==> src/rtl/stage_mem_hs.sv <==
// Memory pipeline stage with a request/grant/response data-memory handshake.
// Optional misaligned/illegal-access trap is enabled by defining MEM_MISALIGN_TRAP_EN.
module stage_mem_hs #(
  parameter int XLEN   = 64,
  parameter int ADDR_W = 64
) (
  input  logic                clk,
  input  logic                rst,
  input  logic                mem_flush,
  input  logic                mem_valid,
  input  logic                mem_read,
  input  logic                mem_write,
  input  logic [2:0]          mem_funct3,
  input  logic [ADDR_W-1:0]   mem_addr,
  input  logic [XLEN-1:0]     mem_wdata,
  input  logic [XLEN-1:0]     alu_out,
  input  logic                jump,
  input  logic [XLEN-1:0]     pc,
  output logic                mem_ready,
  output logic [XLEN-1:0]     result,
  output logic [XLEN-1:0]     readdata,
`ifdef MEM_MISALIGN_TRAP_EN
  output logic                misalign_trap,
`endif
  output logic                bus_req,
  output logic                bus_we,
  output logic [ADDR_W-1:0]   bus_addr,
  output logic [XLEN/8-1:0]   bus_wstrb,
  output logic [XLEN-1:0]     bus_wdata,
  input  logic                bus_gnt,
  input  logic                bus_rvalid,
  input  logic [XLEN-1:0]     bus_rdata
);

  localparam int NB    = XLEN / 8;
  localparam int OFF_W = $clog2(NB);

  typedef enum logic [1:0] {IDLE, REQ, WAIT, DONE} state_t;

  state_t              state_reg, state_next;
  logic                kill_reg, kill_next;
  logic [XLEN-1:0]     rdata_reg;
  logic                req_we_reg;
  logic [ADDR_W-1:0]   req_addr_reg;
  logic [NB-1:0]       req_wstrb_reg;
  logic [XLEN-1:0]     req_wdata_reg;
  logic [2:0]          req_funct3_reg;
  logic [OFF_W-1:0]    req_off_reg;

  logic                mem_op;
  logic                illegal_f3;
  logic [2:0]          eff_funct3;
  logic [OFF_W-1:0]    raw_off;
  logic [OFF_W-1:0]    size_mask;
  logic [OFF_W-1:0]    in_off;
  logic [ADDR_W-1:0]   in_addr;
  logic [NB-1:0]       in_wstrb;
  logic [XLEN-1:0]     in_wdata;
  logic                trap_cond;
  logic                load_req;
  logic                capture;
  logic [XLEN-1:0]     lane;

  assign mem_op = mem_valid & (mem_read | mem_write);
  assign result = jump ? (pc + XLEN'(4)) : alu_out;

  // On a 32-bit datapath LD/SD/LWU do not exist; they degrade to LW/SW.
  assign illegal_f3 = (XLEN == 32) &&
                      ((mem_funct3[1:0] == 2'b11) || (mem_funct3 == 3'b110));
  assign eff_funct3 = illegal_f3 ? 3'b010 : mem_funct3;

  always_comb begin
    case (eff_funct3[1:0])
      2'b00:   size_mask = '0;
      2'b01:   size_mask = OFF_W'(1);
      2'b10:   size_mask = OFF_W'(3);
      default: size_mask = OFF_W'(7);
    endcase
  end

  assign raw_off = mem_addr[OFF_W-1:0];
  assign in_off  = raw_off & ~size_mask;
  assign in_addr = {mem_addr[ADDR_W-1:OFF_W], {OFF_W{1'b0}}};

  // Per-lane strobe and replicated store data.
  for (genvar gi = 0; gi < NB; gi++) begin : g_lane
    localparam logic [OFF_W-1:0] LANE = OFF_W'(gi);
    assign in_wstrb[gi] = mem_write & ((LANE & ~size_mask) == in_off);
    assign in_wdata[8*gi +: 8] =
      (eff_funct3[1:0] == 2'b00) ? mem_wdata[7:0] :
      (eff_funct3[1:0] == 2'b01) ? mem_wdata[8*(gi%2) +: 8] :
      (eff_funct3[1:0] == 2'b10) ? mem_wdata[8*(gi%4) +: 8] :
                                   mem_wdata[8*gi +: 8];
  end

`ifdef MEM_MISALIGN_TRAP_EN
  logic misaligned;
  assign misaligned    = |(raw_off & size_mask);
  assign trap_cond     = misaligned | illegal_f3;
  assign misalign_trap = (state_reg == IDLE) & mem_op & ~mem_flush & trap_cond;
`else
  assign trap_cond = 1'b0;
`endif

  always_comb begin
    state_next = state_reg;
    kill_next  = kill_reg;
    mem_ready  = 1'b0;
    bus_req    = 1'b0;
    bus_we     = 1'b0;
    bus_addr   = '0;
    bus_wstrb  = '0;
    bus_wdata  = '0;
    load_req   = 1'b0;
    capture    = 1'b0;
    case (state_reg)
      IDLE: begin
        kill_next = 1'b0;
        if (mem_op && !mem_flush && !trap_cond) begin
          bus_req    = 1'b1;
          bus_we     = mem_write;
          bus_addr   = in_addr;
          bus_wstrb  = in_wstrb;
          bus_wdata  = in_wdata;
          load_req   = 1'b1;
          state_next = bus_gnt ? WAIT : REQ;
        end else begin
          mem_ready = 1'b1;
        end
      end
      REQ: begin
        // Request stays up until granted even if the instruction is killed.
        bus_req   = 1'b1;
        bus_we    = req_we_reg;
        bus_addr  = req_addr_reg;
        bus_wstrb = req_wstrb_reg;
        bus_wdata = req_wdata_reg;
        if (mem_flush) kill_next = 1'b1;
        if (bus_gnt)   state_next = WAIT;
      end
      WAIT: begin
        if (mem_flush) kill_next = 1'b1;
        if (bus_rvalid) begin
          capture    = 1'b1;
          kill_next  = 1'b0;
          state_next = (kill_reg | mem_flush) ? IDLE : DONE;
        end
      end
      DONE: begin
        mem_ready  = 1'b1;
        state_next = IDLE;
      end
      default: state_next = IDLE;
    endcase
    if (rst) begin
      bus_req   = 1'b0;
      bus_we    = 1'b0;
      bus_addr  = '0;
      bus_wstrb = '0;
      bus_wdata = '0;
    end
  end

  always_ff @(posedge clk or posedge rst) begin
    if (rst) begin
      state_reg      <= IDLE;
      kill_reg       <= 1'b0;
      rdata_reg      <= '0;
      req_we_reg     <= 1'b0;
      req_addr_reg   <= '0;
      req_wstrb_reg  <= '0;
      req_wdata_reg  <= '0;
      req_funct3_reg <= '0;
      req_off_reg    <= '0;
    end else begin
      state_reg <= state_next;
      kill_reg  <= kill_next;
      if (load_req) begin
        req_we_reg     <= mem_write;
        req_addr_reg   <= in_addr;
        req_wstrb_reg  <= in_wstrb;
        req_wdata_reg  <= in_wdata;
        req_funct3_reg <= eff_funct3;
        req_off_reg    <= in_off;
      end
      if (capture) rdata_reg <= bus_rdata;
    end
  end

  assign lane = rdata_reg >> {req_off_reg, 3'b000};

  always_comb begin
    case (req_funct3_reg)
      3'b000:  readdata = XLEN'(signed'(lane[7:0]));
      3'b100:  readdata = XLEN'(lane[7:0]);
      3'b001:  readdata = XLEN'(signed'(lane[15:0]));
      3'b101:  readdata = XLEN'(lane[15:0]);
      3'b010:  readdata = XLEN'(signed'(lane[31:0]));
      3'b110:  readdata = XLEN'(lane[31:0]);
      default: readdata = lane;
    endcase
  end

endmodule

==> config.mk <==
export PLATFORM = sky130hd
export DESIGN_NAME = stage_mem_hs
export DESIGN_NICKNAME = d
export VERILOG_FILES = /design/src/rtl/stage_mem_hs.sv
export SDC_FILE = /design/constraint.sdc
export NUM_CORES = 1
export LEC_CHECK = 0
export CAP_MARGIN = 5
export CORE_AREA = 2 2 232 234
export CTS_CLUSTER_SIZE = 25
export DETAILED_ROUTE_END_ITERATION = 10
export DIE_AREA = 0 0 234 236
export MAX_ROUTING_LAYER = met4
export REMOVE_ABC_BUFFERS = 1
export SYNTH_ARGS = -nofsm -noshare
export SYNTH_HDL_FRONTEND = slang
export SYNTH_SLANG_ARGS = --single-unit
==> constraint.sdc <==
create_clock -name clk -period 10.5 [get_ports clk]
set_input_delay 2.1 -clock clk [delete_from_list [all_inputs] [get_ports clk]]
set_output_delay 2.1 -clock clk [all_outputs]
set_load 0.01 [all_outputs]
**Run 1: signal wires on met3**

Scale: 2 px per um.
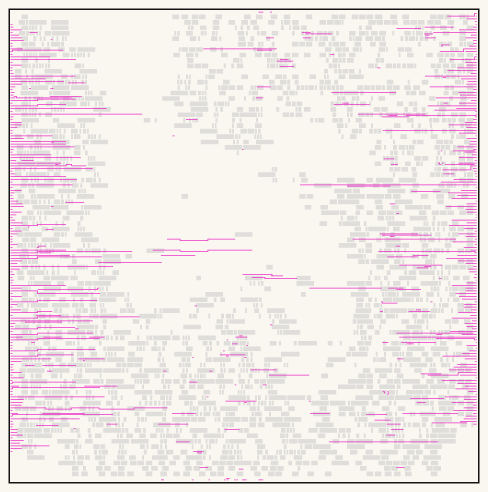
longest straight run = 88.1 um
wire length on this layer = 4660 um
nets with wire on the layer = 409

**Run 1: clock nets**

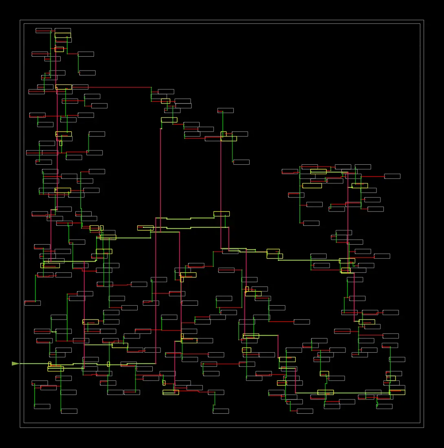
insertion delay to the later sink of the worst-skew pair: 560 ps
number of buffers created by CTS: 27
Seq Cell Count: 207
clkbuf count: 40
total number of clock tree sinks: 207

**Run 1: routed clock nets over the placement**

Scale: 1.5 px per um.
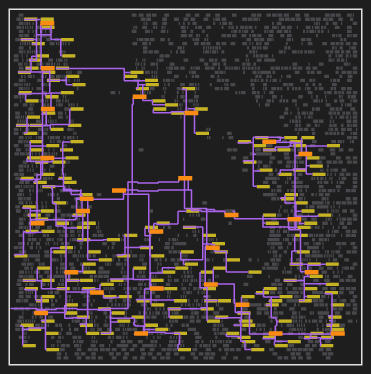
purple -> clock wires  # length 3630 um
orange -> clock-net drivers  # count 27
yellow -> flip-flops  # count 207
routed clock nets = 28
flops lie = widely spread

==> impl_metrics.py, run 1 <==
# Synthesis and PnR figures
metrics = {
    "timing": {
        "worst_pin_slew_ps": 1090,
        "fin_crit_sh": 0.789,
        "maxClockFrequency_mhz": 121,
        "slew-limit-headroom": 0.270,
        "grt_setup_unrepaired": "false",
        "timing_max_transition_violations_final": 0,
        "setup_violations": 0,
        "timing_hold_violations_final": 0,
    },
    "die": {
        "ios": 599,
        "fp.dieArea_um2": 55200,
        "core-area_um2": 53100,
        "chipWidth_um": 234,
    },
    "synth": {
        "synthFlopType": "sky130_fd_sc_hd__dfrtp_1",
        "syn_inst": 1855,
        "synthArstFlopShare": 1.00,
        "synth_top_area_share": 0.360,
        "ys_seq_elements": 207,
        "syn-mean-instance-area_um2": 7.76,
        "netlist-cell-type-count": 54,
        "netlist_top_cells_area": "sky130_fd_sc_hd__dfrtp_1 36%, sky130_fd_sc_hd__nand2_1 15%, sky130_fd_sc_hd__a21oi_1 7.5%, sky130_fd_sc_hd__mux2_2 7.3%, sky130_fd_sc_hd__mux2i_1 4.7%",
        "largest_area_cell": "sky130_fd_sc_hd__dfrtp_1",
        "syn-cell-area_um2": 14400,
        "yosys.stat.seqShare": 0.360,
        "yosys_area_um2": 14400,
    },
    "status": {
        "run_status": "completed",
    },
    "finish": {
        "seqCellArea_um2": 5180,
        "final_layout_fill_cell_count": 5361,
        "area_growth_syn_to_layout_pct": 50.9,
        "instances_no_fill": 3084,
        "drive_gt1_frac": 0.0824,
        "area_of_combinational_cells_with_multiple_inputs_um2": 8530,
    },
    "drt": {
        "met3WireLength_um": 4660,
        "drtPass1Iterations": 5,
        "post_drt_via_cell_ratio": 5.02,
        "count_of_antenna_violating_nets_left_after_detailed_routing": 0,
        "post_drt_wl_per_cell_um": 19.6,
        "met2RoutedLength_um": 29000,
        "met1_length_um": 24900,
        "finalWirelength_um": 60400,
    },
    "critical_path": {
        "worst_ep_arrival_time_ps": 6180,
        "critical_path_required_ps": 8400,
        "crit_path_end_kind": "output port",
        "path_common_cell": "sky130_fd_sc_hd__clkdlybuf4s50_1",
        "reg2reg_from": "state_reg[0]",
        "critical_path.slowest_cell": "sky130_fd_sc_hd__nand4_1",
        "critPathLaunch": "pc[12]",
        "critPathLaunchType": "input pin",
        "critical_path.max_fanout": 29,
        "reg2reg_depth": 7,
        "critical_path.cell_chain": "clkdlybuf4s50_1, nand3_1, nor2_1, nand4_1, or4_1, a31oi_1, clkdlybuf4s50_1",
        "type_of_the_setup_path_with_the_least_slack": "input pin to output port",
    },
    "pwr": {
        "share_seq_of_total_power": 0.276,
        "power_frac_clock": 0.172,
        "irDropWorstVdd_mv": 0.133,
        "report.power.total_w": 0.00539,
        "p_sw_frac": 0.408,
        "combinationalPowerShare": 0.551,
    },
    "clock_tree": {
        "tritoncts": "built",
        "clock_path_buffers": 3,
        "h-tree-depth": 1,
        "cts.repair_timing.setup_buffer_count": 0,
        "ctsResizeCount": 0,
        "postCtsHoldBufs": 0,
        "cts.root.buffer_cell": "sky130_fd_sc_hd__clkbuf_16",
    },
    "global_routing": {
        "grt_pass1_vias": 15381,
        "track_usage": 0.217,
        "grt_first_pass_wirelength_um": 91600,
        "antenna_found_initial": 7,
        "global_route.overflow_total": 0,
        "pin_count_of_the_biggest_net_entering_global_routing": 85,
    },
    "placed_design": {
        "pre_cts_slack_ps": 2250,
        "place.gp.congestion": 0.958,
    },
    "worst_hold_path": {
        "holdCritStartpoint": "req_addr_reg[55]",
        "timing.hold.worst_path_depth": 2,
    },
    "run": {
        "warnings": 29,
        "maxCapViolations": 0,
    },
}
## run 1: area by class of cell
| class | instances | area share |
|---|---|---|
| well taps | 696 | 0.0401 |
| clock inverters | 7 | 0.00363 |
| repair buffers | 613 | 0.280 |
| inverters | 40 | 0.00726 |
| multi-input cells | 1473 | 0.393 |
| clock buffers | 40 | 0.0370 |
| diodes | 8 | 0.000921 |
| flip-flops and latches | 207 | 0.239 |
## run 1: worst max-delay path, delay by kind of cell
kind,cells,cell delay (ps)
buf+inv,2,1110
compound gates,1,190
simple gates,4,2770
## run 1: worst paths after layout
kind                                     end  slack (ps)
max in group asynchronous   req_addr_reg[33]        7030
max                               result[60]        2220
min reg2reg                 req_addr_reg[55]         470
min                         req_addr_reg[55]         470
max reg2reg                 req_addr_reg[32]        7270
min in group asynchronous  req_wdata_reg[17]        2090
## run 1: power groups by stage
stage          combinational, W  clock [W]  sequential [W]
2_1_floorplan           0.00156          0         0.00146
3_3_place_gp            0.00295          0         0.00147
3_5_place_dp            0.00298          0         0.00150
4_1_cts                 0.00299   0.000960         0.00149
5_1_grt                 0.00326   0.000992         0.00155
6_report                0.00297   0.000928         0.00149
## run 1: stage by stage
stage | TNS [ps] | cell area (um^2)
CTS | 0 | 21700
global route | 0 | 21700
finish | 0 | 21700
global placement | 0 | 20800
floorplan | -775150 | 13800
detailed placement | 0 | 20800
## run 1: cell usage in the layout (no fill, tap or decap), drive strengths merged, types with 5 or more instances in the layout
master           n
a21o            32
o21ai           66
nand2          564
clkdlybuf4s50  592
and4             7
buf             21
clkbuf          40
a211oi           7
o31ai           14
and3            12
ha               6
xnor2           15
diode            8
nand4           21
a211o            8
nand3           40
nand2b          13
nor2b            7
o22ai            8
mux4            25
mux2i           67
a31oi           26
o211ai           8
nor3             7
a21oi          216
or3             13
xor2            18
inv             41
clkinv           5
dfrtp          207
mux2            93
or4             16
nor2           136
nor4             8
## run 1: metal layers
metal  vias up  global-route usage
li1       7390                   -
met1      7440               0.264
met2       575               0.355
met3        89              0.0500
met4         0              0.0643
met5         -                   -
## run 1: cell families after synthesis
kind of cell / after synthesis / share of synthesized area
other: 1 / 0.000260
multiplexers: 185 / 0.158
AND/OR/NAND/NOR: 851 / 0.250
adder cells (fa/ha/maj): 6 / 0.00521
flip-flops: 207 / 0.360
XOR/XNOR: 33 / 0.0201
AND-OR/OR-AND: 395 / 0.155
buffers and inverters: 177 / 0.0507
**Run 1: met1 routing**

Scale: 1 px per um. Supply wires on this layer in grey.
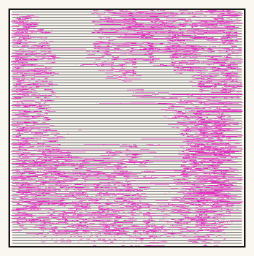

==> inputs of run 2 (changes only) <==
==> constraint.sdc (replaced) <==
create_clock -name clk -period 6.9 [get_ports clk]
set_input_delay 1.38 -clock clk [delete_from_list [all_inputs] [get_ports clk]]
set_output_delay 1.38 -clock clk [all_outputs]
set_load 0.01 [all_outputs]
**Run 2: met1 routing**

Scale: 1 px per um. Supply wires on this layer in grey.
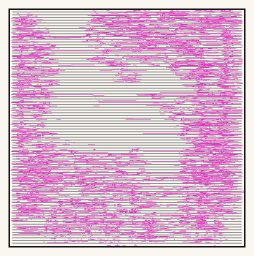
wire length on this layer = 25.2 mm
longest straight run = 83.3 um
nets with wire on the layer = 2389

**Run 2: placement density heat map**

Scale: 1.5 px per um. The die is cut into 23 by 24 equal tiles; white is low, dark blue is high, 0 to 100% covered.
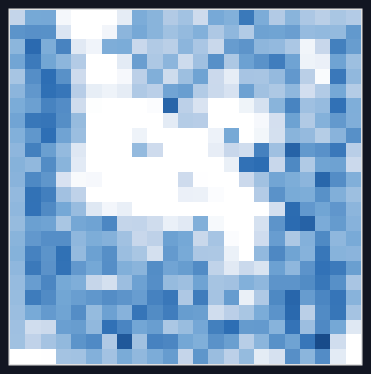
emptiest ninth of the die = middle
fullest tile = 89%
nearly empty tiles = 15%
tiles over 75% full = 2.4%

==> impl_metrics.py, run 2 <==
# Synthesis and PnR figures
metrics = {
    "status": {
        "run_status": "completed",
    },
    "timing": {
        "timing_max_transition_violations_final": 0,
        "fin_crit_sh": 0.871,
        "timing_hold_violations_final": 0,
        "maxClockFrequency_mhz": 166,
        "worst_pin_slew_ps": 1060,
        "slew-limit-headroom": 0.288,
        "setup_violations": 0,
        "finalSetupTns_ps": 0,
    },
    "die": {
        "fp.dieArea_um2": 55200,
        "height_of_the_chip_um": 236,
        "ios": 599,
        "core-area_um2": 53100,
    },
    "drt": {
        "detail_route.iter0.violations": 840,
        "finalWirelength_um": 61000,
        "count_of_antenna_violating_nets_left_after_detailed_routing": 0,
        "post_drt_wl_per_cell_um": 19.7,
        "post_drt_via_cell_ratio": 5.04,
    },
    "synth": {
        "edf_count": 0,
        "yosys_area_um2": 14400,
        "syn_inst": 1855,
        "synth_top_area_share": 0.360,
        "synthArstFlopShare": 1.00,
        "synthFlopType": "sky130_fd_sc_hd__dfrtp_1",
        "ys_seq_elements": 207,
        "largest_area_cell": "sky130_fd_sc_hd__dfrtp_1",
        "syn-mean-instance-area_um2": 7.76,
        "netlist_top_cells_area": "sky130_fd_sc_hd__dfrtp_1 36%, sky130_fd_sc_hd__nand2_1 15%, sky130_fd_sc_hd__a21oi_1 7.5%, sky130_fd_sc_hd__mux2_2 7.3%, sky130_fd_sc_hd__mux2i_1 4.7%",
        "yosys.stat.seqShare": 0.360,
        "netlist-cell-type-count": 54,
        "syn-cell-area_um2": 14400,
    },
    "global_routing": {
        "grt_first_pass_wirelength_um": 92100,
        "grt_use_met2": 0.364,
        "grt.met3_usage": 0.0525,
        "gr-usage-met1": 0.268,
        "antenna_found_initial": 8,
        "grt-busiest-layer": "met2",
        "pin_count_of_the_biggest_net_entering_global_routing": 104,
        "track_usage": 0.218,
        "global_route.overflow_total": 0,
    },
    "pwr": {
        "share_seq_of_total_power": 0.280,
        "p_sw_frac": 0.404,
        "combinationalPowerShare": 0.547,
        "power_frac_clock": 0.172,
        "irDropWorstVdd_mv": 0.196,
        "report.power.total_w": 0.00822,
    },
    "run": {
        "warnings": 33,
        "maxCapViolations": 0,
    },
    "worst_hold_path": {
        "worst_hold_path_type": "flip-flop to flip-flop",
    },
    "finish": {
        "drive_gt1_frac": 0.0822,
        "final_layout_top_logic_cells": "592 x sky130_fd_sc_hd__clkdlybuf4s50_1, 563 x sky130_fd_sc_hd__nand2_1, 216 x sky130_fd_sc_hd__a21oi_1, 205 x sky130_fd_sc_hd__dfrtp_1, 136 x sky130_fd_sc_hd__nor2_1",
        "area_growth_syn_to_layout_pct": 51.3,
        "final_layout_fill_cell_count": 5362,
        "layout.cells.most_common": "sky130_fd_sc_hd__clkdlybuf4s50_1",
        "post-route-cell-area_um2": 21800,
    },
    "clock_tree": {
        "clkLatencyLatePin_ps": 550,
        "cts_buffers": 26,
        "postCtsHoldBufs": 0,
        "cts.sinks": 207,
        "h-tree-depth": 1,
        "clock_path_buffers": 3,
        "cts.repair_timing.setup_buffer_count": 0,
        "tritoncts": "built",
        "ctsResizeCount": 0,
        "cts.root.buffer_cell": "sky130_fd_sc_hd__clkbuf_16",
        "clkSlewWorstSetupHoldPaths_ps": 50,
    },
    "critical_path": {
        "critPathLaunchType": "input pin",
        "type_of_the_setup_path_with_the_least_slack": "input pin to output port",
        "crit_path_end_kind": "output port",
        "worst_ep_arrival_time_ps": 4630,
        "critical_path.max_fanout": 22,
    },
    "placed_design": {
        "place_area_um2": 20900,
        "place.gp.congestion": 0.950,
    },
}
**Run 2: routed clock nets over the placement**

Scale: 1.5 px per um.
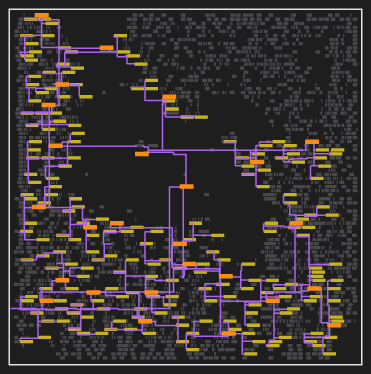
orange -> clock-net drivers  # count 26
yellow -> flip-flops  # count 207
purple -> clock wires  # length 3460 um
flops lie = widely spread

## run 2: cell counts after synthesis
No cell type changed its count.
## run 2: path summary, 6_finish.rpt
check	depth (start not counted)	from	slack, ps	endpoint
worst min register to register	2	req_addr_reg[33]	470	req_addr_reg[33]
worst max register to register	6	state_reg[0]	4090	req_addr_reg[6]
worst min-delay path	2	req_addr_reg[33]	470	req_addr_reg[33]
worst max-delay path	7	pc[30]	890	result[59]
min in group asynchronous	2	rst	1330	req_wstrb_reg[3]
max in group asynchronous	4	rst	3330	req_addr_reg[57]
## run 2: metal layers
metal / share of wire / up-vias / routed length (um)
li1: - / 7396 / -
met1: 0.41 / 7542 / 25200
met2: 0.49 / 561 / 29700
met3: 0.080 / 71 / 4870
met4: 0.019 / 0 / 1160
met5: 0 / - / 0
## run 2: logic make-up (layout without fill, tap and decap cells)
group                    after synthesis  count (layout)  synth area share
XOR/XNOR                              33              33            0.0201
AND-OR/OR-AND                        395             395             0.155
flip-flops                           207             207             0.360
AND/OR/NAND/NOR                      851             851             0.250
adder cells (fa/ha/maj)                6               6           0.00521
multiplexers                         185             185             0.158
other                                  1              11          0.000260
buffers and inverters                177             704            0.0507
## run 2: cell type report
type	count	area [um^2]	share of cell area
sequential	207	5180	0.238
multi-input combinational	1473	8530	0.392
timing repair buffer	616	6140	0.282
inverter	40	158	0.00724
clock inverter	8	130	0.00597
antenna	8	20.0	0.000919
tap	696	871	0.0400
clock buffer	40	753	0.0346
## run 2: power groups by stage
stage	Sequential (W)	Combinational, W	Clock [W]
floorplan	0.00222	0.00237	0
global placement	0.00228	0.00448	0
detailed placement	0.00231	0.00452	0
CTS	0.00230	0.00454	0.00147
global route	0.00240	0.00491	0.00151
finish	0.00230	0.00450	0.00142
## run 2: critical path: stages
cell,delay (ps)
sky130_fd_sc_hd__clkdlybuf4s50_1,580
sky130_fd_sc_hd__nand4_1,290
sky130_fd_sc_hd__nor4_4,540
sky130_fd_sc_hd__nand2_1,450
sky130_fd_sc_hd__or4_1,620
sky130_fd_sc_hd__a31oi_1,210
sky130_fd_sc_hd__clkdlybuf4s50_1,560
## run 2: per-stage QoR
step | utilization | std cells | worst slack, ps
6_report | 0.411 | 3088 | 892
5_1_grt | 0.411 | 3088 | 681
4_1_cts | 0.410 | 3080 | 938
3_5_place_dp | 0.393 | 3032 | 939
3_3_place_gp | 0.393 | 3032 | 980
2_1_floorplan | - | 1720 | -7980
Power and IR drop assume default switching activity.
